`src/rtl/instr_fetch_queue.sv`:
```
// Fetch stage: issues single-outstanding word reads to instruction memory
// at the current PC and buffers {instruction, PC} pairs in a small FIFO
// that feeds decode through valid/ready. Fetch halts at ADDR_LIMIT.
module instr_fetch_queue #(
  parameter int unsigned DEPTH      = 4,
  parameter int unsigned ADDR_LIMIT = 32764
) (
  input  logic        clk,
  input  logic        rst,
  input  logic [31:0] pc_in,
  output logic        pc_advance,
  output logic        imem_req,
  output logic [31:0] imem_addr,
  input  logic        imem_gnt,
  input  logic        imem_rvalid,
  input  logic [31:0] imem_rdata,
  output logic        instr_valid,
  output logic [31:0] instr,
  output logic [31:0] instr_pc,
  output logic [31:0] instr_pc4,
  input  logic        instr_ready,
  input  logic        flush,
  output logic        halted
);

  localparam int PTR_W = $clog2(DEPTH);

  typedef enum logic [1:0] {
    S_IDLE = 2'd0,
    S_WAIT = 2'd1,
    S_DROP = 2'd2,
    S_HALT = 2'd3
  } state_t;

  state_t             state;
  state_t             state_next;
  logic [PTR_W:0]     count;
  logic [PTR_W+1:0]   occ;
  logic [PTR_W-1:0]   wr_ptr;
  logic [PTR_W-1:0]   rd_ptr;
  logic [31:0]        tag;
  logic               push;
  logic               pop;
  logic               at_limit;
  logic [31:0]        data_mem [DEPTH];
  logic [31:0]        pc_mem   [DEPTH];

  // The in-flight request already owns a slot, so it counts toward occupancy.
  assign occ      = (PTR_W+2)'(count) + (PTR_W+2)'(state == S_WAIT);
  assign at_limit = (pc_in >= ADDR_LIMIT);

  // A response is kept only when it answers a live request and no flush is pending.
  assign push = (state == S_WAIT) && imem_rvalid && !flush;
  assign pop  = instr_valid && instr_ready && !flush;

  // State register.
  // NOTE: sequential state uses non-blocking assignments so every flop samples
  // pre-edge values regardless of process ordering.
  always_ff @(posedge clk or posedge rst) begin
    if (rst) state <= S_IDLE;
    else     state <= state_next;
  end

  // Next-state logic.
  // NOTE: state_next gets a default before the case so no path leaves it
  // unassigned, which would otherwise infer a latch.
  always_comb begin
    state_next = state;
    case (state)
      S_IDLE: begin
        if (!flush) begin
          if (at_limit)                   state_next = S_HALT;
          else if (imem_req && imem_gnt)  state_next = S_WAIT;
        end
      end
      S_WAIT: begin
        if (imem_rvalid) state_next = S_IDLE;
        else if (flush)  state_next = S_DROP;
      end
      S_DROP: begin
        if (imem_rvalid) state_next = S_IDLE;
      end
      S_HALT: begin
        if (flush) state_next = S_IDLE;
      end
      default: state_next = S_IDLE;
    endcase
  end

  // Output logic; the request is masked by rst so reset silences it immediately.
  always_comb begin
    imem_req   = !rst && (state == S_IDLE) && !flush && !at_limit &&
                 (occ < (PTR_W+2)'(DEPTH));
    imem_addr  = imem_req ? pc_in : 32'd0;
    pc_advance = imem_req && imem_gnt;
    halted     = (state == S_HALT);
  end

  // Tag register: remembers the PC of the outstanding request.
  always_ff @(posedge clk or posedge rst) begin
    if (rst)             tag <= 32'd0;
    else if (pc_advance) tag <= pc_in;
  end

  // FIFO pointers and count; flush clears them and overrides push and pop.
  always_ff @(posedge clk or posedge rst) begin
    if (rst) begin
      wr_ptr <= '0;
      rd_ptr <= '0;
      count  <= '0;
    end else if (flush) begin
      wr_ptr <= '0;
      rd_ptr <= '0;
      count  <= '0;
    end else begin
      if (push) wr_ptr <= wr_ptr + 1'b1;
      if (pop)  rd_ptr <= rd_ptr + 1'b1;
      case ({push, pop})
        2'b10:   count <= count + 1'b1;
        2'b01:   count <= count - 1'b1;
        default: count <= count;
      endcase
    end
  end

  // FIFO storage write.
  // NOTE: the storage array is deliberately not reset; instr_valid gates every
  // read, so stale contents are never visible.
  always_ff @(posedge clk) begin
    if (push) begin
      data_mem[wr_ptr] <= imem_rdata;
      pc_mem[wr_ptr]   <= tag;
    end
  end

  // Head outputs, forced to zero when the queue is empty.
  always_comb begin
    instr_valid = (count != '0);
    instr       = instr_valid ? data_mem[rd_ptr] : 32'd0;
    instr_pc    = instr_valid ? pc_mem[rd_ptr] : 32'd0;
    instr_pc4   = instr_valid ? (pc_mem[rd_ptr] + 32'd4) : 32'd0;
  end

endmodule

```
`config.mk`:
```
export PLATFORM = sky130hd
export DESIGN_NAME = instr_fetch_queue
export DESIGN_NICKNAME = d
export VERILOG_FILES = /design/src/rtl/instr_fetch_queue.sv
export SDC_FILE = /design/constraint.sdc
export NUM_CORES = 1
export LEC_CHECK = 0
export ABC_AREA = 1
export ABC_CLOCK_PERIOD_IN_PS = 5700
export CAP_MARGIN = 20
export CORE_MARGIN = 1
export CORE_UTILIZATION = 56
export CTS_BUF_LIST = sky130_fd_sc_hd__clkbuf_8
export CTS_CLUSTER_SIZE = 8
export DETAILED_ROUTE_END_ITERATION = 10
export GPL_ROUTABILITY_DRIVEN = 0
export PLACE_DENSITY = 0.82
export SLEW_MARGIN = 20
export SYNTH_ARGS = -nofsm -noshare
export SYNTH_HDL_FRONTEND = slang
export SYNTH_SLANG_ARGS = --single-unit
export TNS_END_PERCENT = 5
```
`constraint.sdc`:
```
create_clock -name clk -period 5.7 [get_ports clk]
set_clock_uncertainty 0.05 [all_clocks]
set_input_delay 0.57 -clock clk [delete_from_list [all_inputs] [get_ports clk]]
set_output_delay 0.57 -clock clk [all_outputs]
set_load 0.03 [all_outputs]
```
==> results_dict.tcl, run 1 <==
# place-and-route summary
set metrics [dict create \
    outcome "complete, no violations" \
    reg2reg_slack_ns 2.72 \
    dieArea_mm2 0.02507 \
    cts_inserted_buffers 45 \
    clock-root-buffer "clkbuf_8" \
    path_max_fanout 61 \
    cts_hold_buf 0 \
    gr-total-overflow 0 \
    grt_pass1_vias 10140 \
    grtUsageTotal 0.2613 \
    syn_avg_cell_area_um2 9.446 \
    tns_ns 0 \
    yosys_cells 1449 \
    clkLatencyLatePin_ns 0.56 \
    cts_sinks 297 \
    cp-start-kind "flop" \
    ir_drop_uv 379.1 \
    worst_pin_slew_ns 1.055 \
    synth-seq-area-share 0.6366 \
    cts_resized 0 \
    final_hold_viol_count 0 \
    die_width_um 158.3 \
    grt_first_pass_wirelength_um 50110 \
    warning_count 29 \
    synth_area_mm2 0.01369 \
    setup_violations 0 \
    postCtsSetupRepairBufs 0 \
    rsz0062_at_grt "no" \
    antenna_cells 0 \
    ant_nets 0 \
    period_minus_slack_ns 4.851 \
    clk_pin_slew_ns 0.07 \
    cts_max_path_buffers 3 \
    final_nets 1708 \
    antenna_found_initial 0 \
    hold_class "in -> async" \
    rows 56 \
    cts_tree "done" \
    yosys_warnings 0 \
    first_pass_iters 5 \
    drive_above_1_share 0.05932 \
    synth_cell_type_count 29 \
    htree_levels 2 \
    dr_total_vias 10800 \
    crit_path_end_kind "output pin" \
    power.density_mw_per_mm2 446.5 \
    dp_hpwl_um 20870 \
    period_used_share 0.8511 \
    drt-total-wl_um 32740 \
    flow.area_growth_from_synthesis_pct 20.75 \
    cellLeakagePower_nw 6.954 \
    drt-initial-drc-count 1177 \
    power_mw 7.379 \
]
==> run 1: registers in the layout, summed over array words and instances, names as in the netlist <==
signal and flops:
wr_ptr 2, tag 32, state 2, data_mem 128
count 3, pc_mem 128, rd_ptr 2
==> run 1: layer usage <==
layer  global-route usage  vias up  part of all wire
met2               0.4472      592              0.49
met3              0.04573       82             0.092
met1               0.3298     5027              0.39
li1                     -     5099                 -
met4               0.1067        0             0.025
met5                    0        -                 0
==> run 1: synthesized netlist by cell type <==
library cell	count	area [um^2]
nand2_1	409	1535
nor2_1	276	1036
edfxtp_1	256	7687
inv_1	101	379.1
o21ai_0	99	495.5
nand3_1	77	385.4
a21oi_1	48	240.2
dfrtp_1	41	1026
clkbuf_1	28	105.1
buf_4	24	180.2
buf_2	19	95.09
nor2_2	16	100.1
nand4_1	12	75.07
buf_1	6	22.52
xor2_1	6	52.55
ha_1	5	62.56
nor3_1	5	25.02
buf_6	4	45.04
nand2_2	4	25.02
buf_8	2	30.03
inv_2	2	7.510
o211ai_1	2	15.01
a21boi_0	1	7.510
a32oi_1	1	8.760
conb_1	1	3.750
fa_1	1	20.02
inv_4	1	6.260
o22ai_1	1	6.260
xnor2_1	1	8.760
==> run 1: per-stage QoR <==
| stage | setup WS, ns | area, um^2 | hold WS (ns) | instances |
|---|---|---|---|---|
| after CTS | 0.8728 | 16500 | 0.4386 | 1987 |
| final | 0.8487 | 16530 | 0.4452 | 1988 |
| after global placement | 1.554 | 15690 | 0.4429 | 1903 |
| after floorplan | 1.565 | 13750 | 0.4263 | 1465 |
| after global routing | 0.5587 | 16530 | 0.4545 | 1988 |
| after detailed placement | 1.464 | 15690 | 0.4462 | 1903 |
==> run 1: final timing paths <==
check | to | cells past startpoint | startpoint
max reg2reg | count[2] | 9 | count[1]
min | state[0] | 3 | rst
min reg2reg | pc_mem[0][29] | 0 | tag[29]
max in group asynchronous | rd_ptr[0] | 3 | rst
min in group clk | pc_mem[0][29] | 0 | tag[29]
max | instr_pc4[26] | 15 | rd_ptr[0]
==> run 1: final cells by class <==
class	instances	area, um^2
well taps	319	399.1
multi-input cells	981	4198
clock buffers	47	646.9
fillers	1658	7226
inverters	104	392.9
repair buffers	203	2004
flip-flops and latches	297	8718
clock inverters	37	167.7
==> run 1: cell families (layout without fill, tap and decap cells) <==
group	count (synthesis)	in the layout	synth area share
AOI/OAI and AO/OA	152	152	0.05650
DFF	297	297	0.6366
and+or+nand+nor	799	799	0.2325
xor gates and xnor gates	7	7	0.004479
adders and majority gates	6	6	0.006034
buffers and inverters	187	391	0.06363
other	1	17	0.0002740
==> run 1: power by group <==
part	internal, mW	switching, mW
clock	0.769	0.788
combinational	1.12	2.20
sequential	2.44	0.0639
==> run 1: worst max-delay path, stage by stage, from the launching register on <==
cell and delay (ns):
dfrtp_4 0.68, inv_4 0.56, nand2_1 0.16, nand2_1 0.09
nand2_1 0.05, nand2_1 0.13, ha_1 0.26, inv_1 0.10
nor2_2 0.15, nand2_1 0.16, nor2_2 0.32, nand3_1 0.12
nand2_1 0.07, nand2_1 0.05, nor2_1 0.09, clkdlybuf4s50_1 0.67
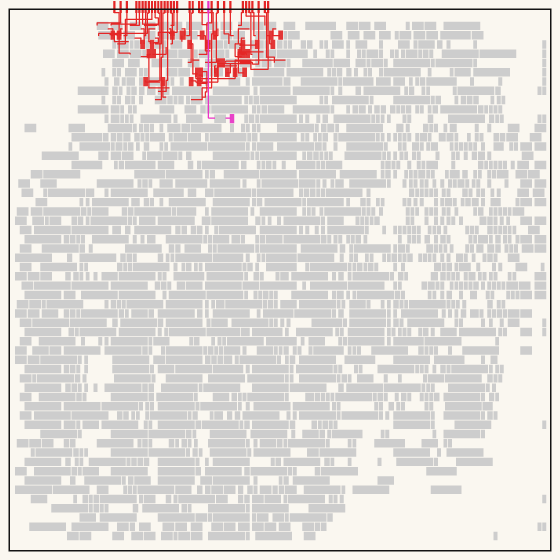
run_1/io_fan.png
color	port	bits	direction	end cells	buffers	wire
red	pc_in	32	input	29	32	719 um
magenta	instr_ready	1	input	1	1	34.7 um
# IOs: 202
PortBufs: 184

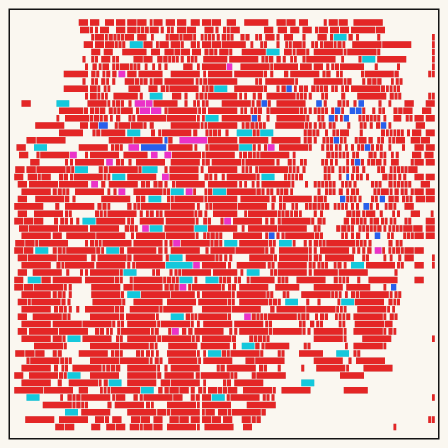
run_1/sizes.png
color	size	cells	share
red	_0 and _1 cells	1,570	94%
blue	_2 cells	24	1.4%
cyan	_6 and larger	50	3.0%
magenta	_3 and _4 cells	25	1.5%

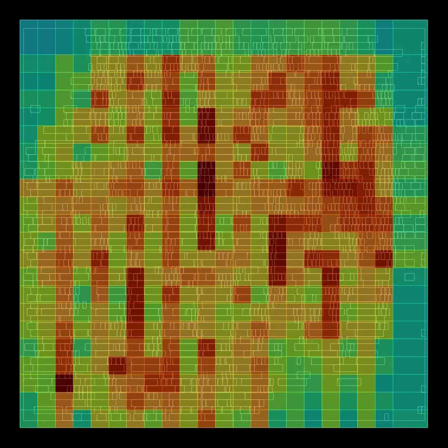
run_1/congestion.png
fin util: 0.6958
gr busiest metal: met2
GRT met3 Usage: 0.04573

run_1/metal_density.png
Scale bar: 50 um. 32 x 32 tiles, from dark purple (low) to yellow (high), scaled to the fullest tile. Values are wire area over tile area, all layers added.
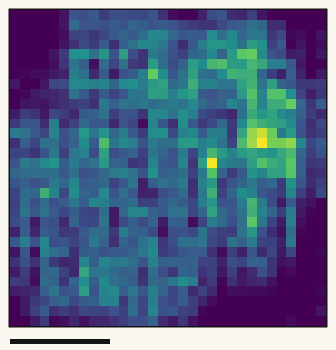

## Run 2: what changed since run 1
--- a/config.mk
+++ b/config.mk
@@ -11,6 +11,7 @@
 export CORE_MARGIN = 1
 export CORE_UTILIZATION = 56
 export CTS_BUF_LIST = sky130_fd_sc_hd__clkbuf_8
+export CTS_CLUSTER_DIAMETER = 40
 export CTS_CLUSTER_SIZE = 8
 export DETAILED_ROUTE_END_ITERATION = 10
 export GPL_ROUTABILITY_DRIVEN = 0
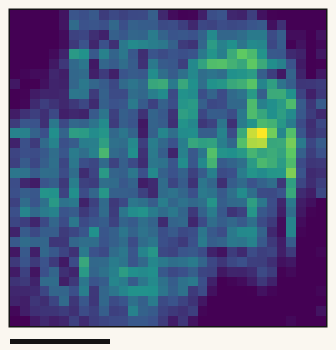
run_2/metal_density.png
Scale bar: 50 um. 32 x 32 tiles, from dark purple (low) to yellow (high), scaled to the fullest tile. Values are wire area over tile area, all layers added.
emptiest ninth of the die	bottom right
densest ninth of the die	right middle
fullest tile	0.81
nearly empty tiles	13%
mean over tiles	0.21
tiles over half the peak	9.8%
WL per Instance: 16.42 um
Via Count: 10,740
detailed-route wire length: 32,600 um
total track usage: 0.2614

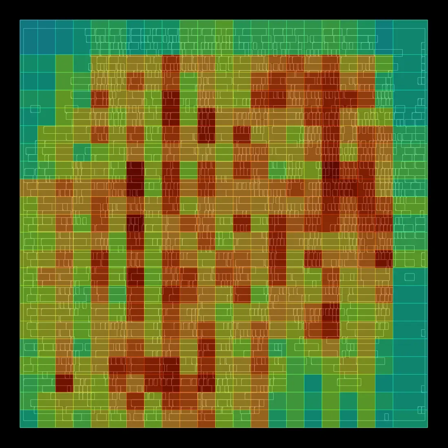
run_2/congestion.png
fin util: 0.6950
met1 Resource Use GR: 0.3257
global routing usage on met2: 0.4455

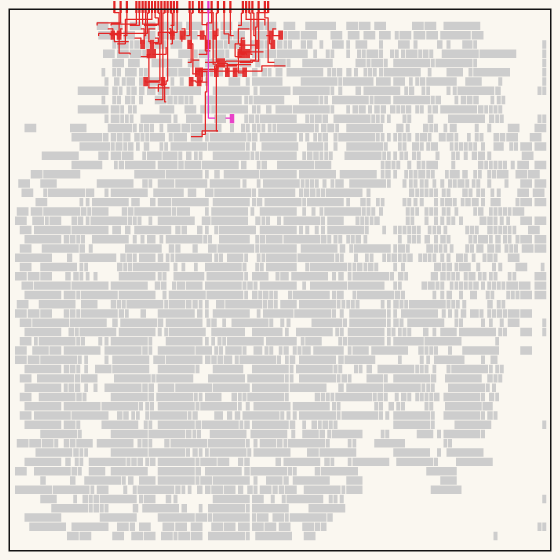
run_2/io_fan.png
color	port	bits	direction	end cells	buffers	wire
magenta	instr_ready	1	input	1	1	34.7 um
red	pc_in	32	input	29	32	733 um

==> run 2 against run 1 <==
Worst hold slack worse by 0.0019 ns. Sequential power about the same. Combinational power about the same. Cell count down 0.10%. Global-route usage about the same. Count of clock-buffer cells in the layout down 2. Synthesized cell count unchanged. Maximum frequency down 0.64%. Power down 0.34%. Via count down 0.55%. Non-clock buffer count unchanged. First-iteration DRC count down 6.2%. Highest routed layer unchanged.
==> results_dict.tcl, run 2 <==
# place-and-route summary
set metrics [dict create \
    first_pass_iters 7 \
    max_freq_mhz 204.8 \
    hold_class "in -> async" \
    layout_top_cell "nand2_1" \
    crit_arrival_ns 4.26 \
    antenna_found_initial 0 \
    yosysTopAreaCellShare 0.5617 \
    cts_max_path_buffers 3 \
    synthMuxAreaShare 0 \
    lay_top_cells "nand2_1, nor2_1, edfxtp_1, clkdlybuf4s50_1, inv_1" \
    yosysMostFrequentCell "nand2_1" \
    power.density_mw_per_mm2 445.5 \
    wl_met3_um 2601 \
    fp_util 0.5762 \
    worst_pin_slew_ns 1.045 \
    path_max_fanout 69 \
    drc_errors 0 \
    flow.area_growth_from_synthesis_pct 20.61 \
    fp.dieH_um 158.3 \
    cts_inserted_buffers 44 \
    dp_hpwl_um 20870 \
    top_layer "met4" \
    numSynthFlops 297 \
    slew_violations 0 \
    rsz0062_at_grt "no" \
    setup.worst_path.class "reg -> out" \
    ant_nets 0 \
    clkLatencyLatePin_ns 0.55 \
    fin_area_mm2 0.01651 \
    ys_sh_aoi 0.05650 \
    grt_pass1_vias 10190 \
    die_width_um 158.3 \
    ir_drop_uv 368.5 \
    outcome "complete, no violations" \
    simple_gate_area_frac 0.2325 \
    final_hold_viol_count 0 \
    grt_first_pass_wirelength_um 50140 \
    cts_hold_buf 0 \
    critPathRequiredTime_ns 5.08 \
    drive_above_1_share 0.05999 \
    final_nets 1707 \
    ys_top_cells_by_area "edfxtp_1, nand2_1, nor2_1" \
    synthTopCellsByCount "nand2_1, nor2_1, edfxtp_1" \
    synth.largest_area_cell "edfxtp_1" \
    ys_chip_area_mm2 0.01369 \
    ioPinCount 202 \
    cellLeakagePower_nw 6.944 \
    cp-start-kind "flop" \
    wl_met1_um 12910 \
    ys_sh_adder 0.006033 \
    placed_cell_area_mm2 0.01569 \
    period_used_share 0.8566 \
    tns_ns 0 \
    edf_count 256 \
    wl_met2_um 16200 \
    rows 56 \
    postCtsSetupRepairBufs 0 \
    core-area_mm2 0.02375 \
    warning_count 29 \
    syn_avg_cell_area_um2 9.446 \
    flop_cell "edfxtp_1" \
    clk_pin_slew_ns 0.06 \
    drt-initial-drc-count 1104 \
    vias_per_cell 5.408 \
    port_buffers 184 \
    grt_max_degree 96 \
    synth-seq-area-share 0.6366 \
    yosys_cells 1449 \
    cts_resized 0 \
    async_flop_share 0.1380 \
    maxSlewHeadroom 0.3014 \
    cts_tree "done" \
    syn-instance-count 1449 \
    dieArea_mm2 0.02507 \
    htree_levels 2 \
    gr-total-overflow 0 \
    crit_path_end_kind "output pin" \
    period_minus_slack_ns 4.883 \
    cts_sinks 297 \
    reg_top3 "data_mem: 128 flops, pc_mem: 128 flops, tag: 32 flops" \
    synth.comb.largest_family "simple AND/OR/NAND/NOR gates" \
    yosys_warnings 0 \
    setup_violations 0 \
    clock-root-buffer "clkbuf_8" \
    synth_cell_type_count 29 \
    max_cap_viol_count 0 \
    synth-xor-area-share 0.004479 \
    antenna_cells 0 \
    synth_area_mm2 0.01369 \
]
run 2: kinds of logic (layout without fill, tap and decap cells):
logic type / Yosys count / in the layout
simple gates: 799 / 799
flops: 297 / 297
buf+inv: 187 / 389
compound gates: 152 / 152
xor+xnor: 7 / 7
fa+ha+maj: 6 / 6
other cells: 1 / 17
run 2: final timing paths:
check	endpoint	slack, ns	from	depth (start not counted)
max in group asynchronous	rd_ptr[0]	4.70	rst	3
worst min-delay path	tag[29]	0.44	rst	3
worst max register to register	count[2]	2.71	count[1]	9
worst max-delay path	instr_pc4[31]	0.82	rd_ptr[0]	15
min in group clk	pc_mem[3][25]	0.46	tag[25]	0
worst min register to register	pc_mem[3][25]	0.46	tag[25]	0
run 2: routing by layer:
metal,track usage,vias up
li1,-,5102
met1,0.3257,5038
met2,0.4455,521
met3,0.04110,80
met4,0.1296,0
met5,0,-
run 2: cell type report:
cell class / count / area, um^2
multi-input cells: 981 / 4198
clock inverters: 37 / 175.2
well taps: 319 / 399.1
flip-flops and latches: 297 / 8718
fillers: 1658 / 7246
inverters: 104 / 392.9
repair buffers: 203 / 2004
clock buffers: 45 / 619.3
run 2: stage by stage:
stage / worst slack, ns / total power, mW / util / hold WS (ns) / cells
2_1_floorplan: 1.565 / 4.634 / - / 0.4263 / 1465
3_3_place_gp: 1.554 / 5.785 / 0.6603 / 0.4429 / 1903
3_5_place_dp: 1.464 / 5.830 / 0.6603 / 0.4462 / 1903
4_1_cts: 0.8379 / 7.357 / 0.6938 / 0.4363 / 1985
5_1_grt: 0.5875 / 7.706 / 0.6950 / 0.4717 / 1986
6_report: 0.8174 / 7.354 / 0.6950 / 0.4433 / 1986
run 2: report_power, final:
group	internal [mW]	switching [mW]
registers	2.44	0.0642
clock network	0.746	0.790
logic	1.12	2.20
run 2: worst max-delay path: stages, from the launching register on:
cell,delay (ns)
dfrtp_4,0.68
inv_4,0.56
buf_4,0.63
nand2_1,0.13
nand2_1,0.11
nand2_1,0.06
nand2_1,0.15
nand2_1,0.07
nor2_1,0.11
nand2_1,0.08
nor2_1,0.15
nand2_1,0.08
nand2_1,0.06
nand2_1,0.04
nor2_1,0.09
clkdlybuf4s50_1,0.67
Power figures rest on the tool's default switching activity, not on a simulated workload.
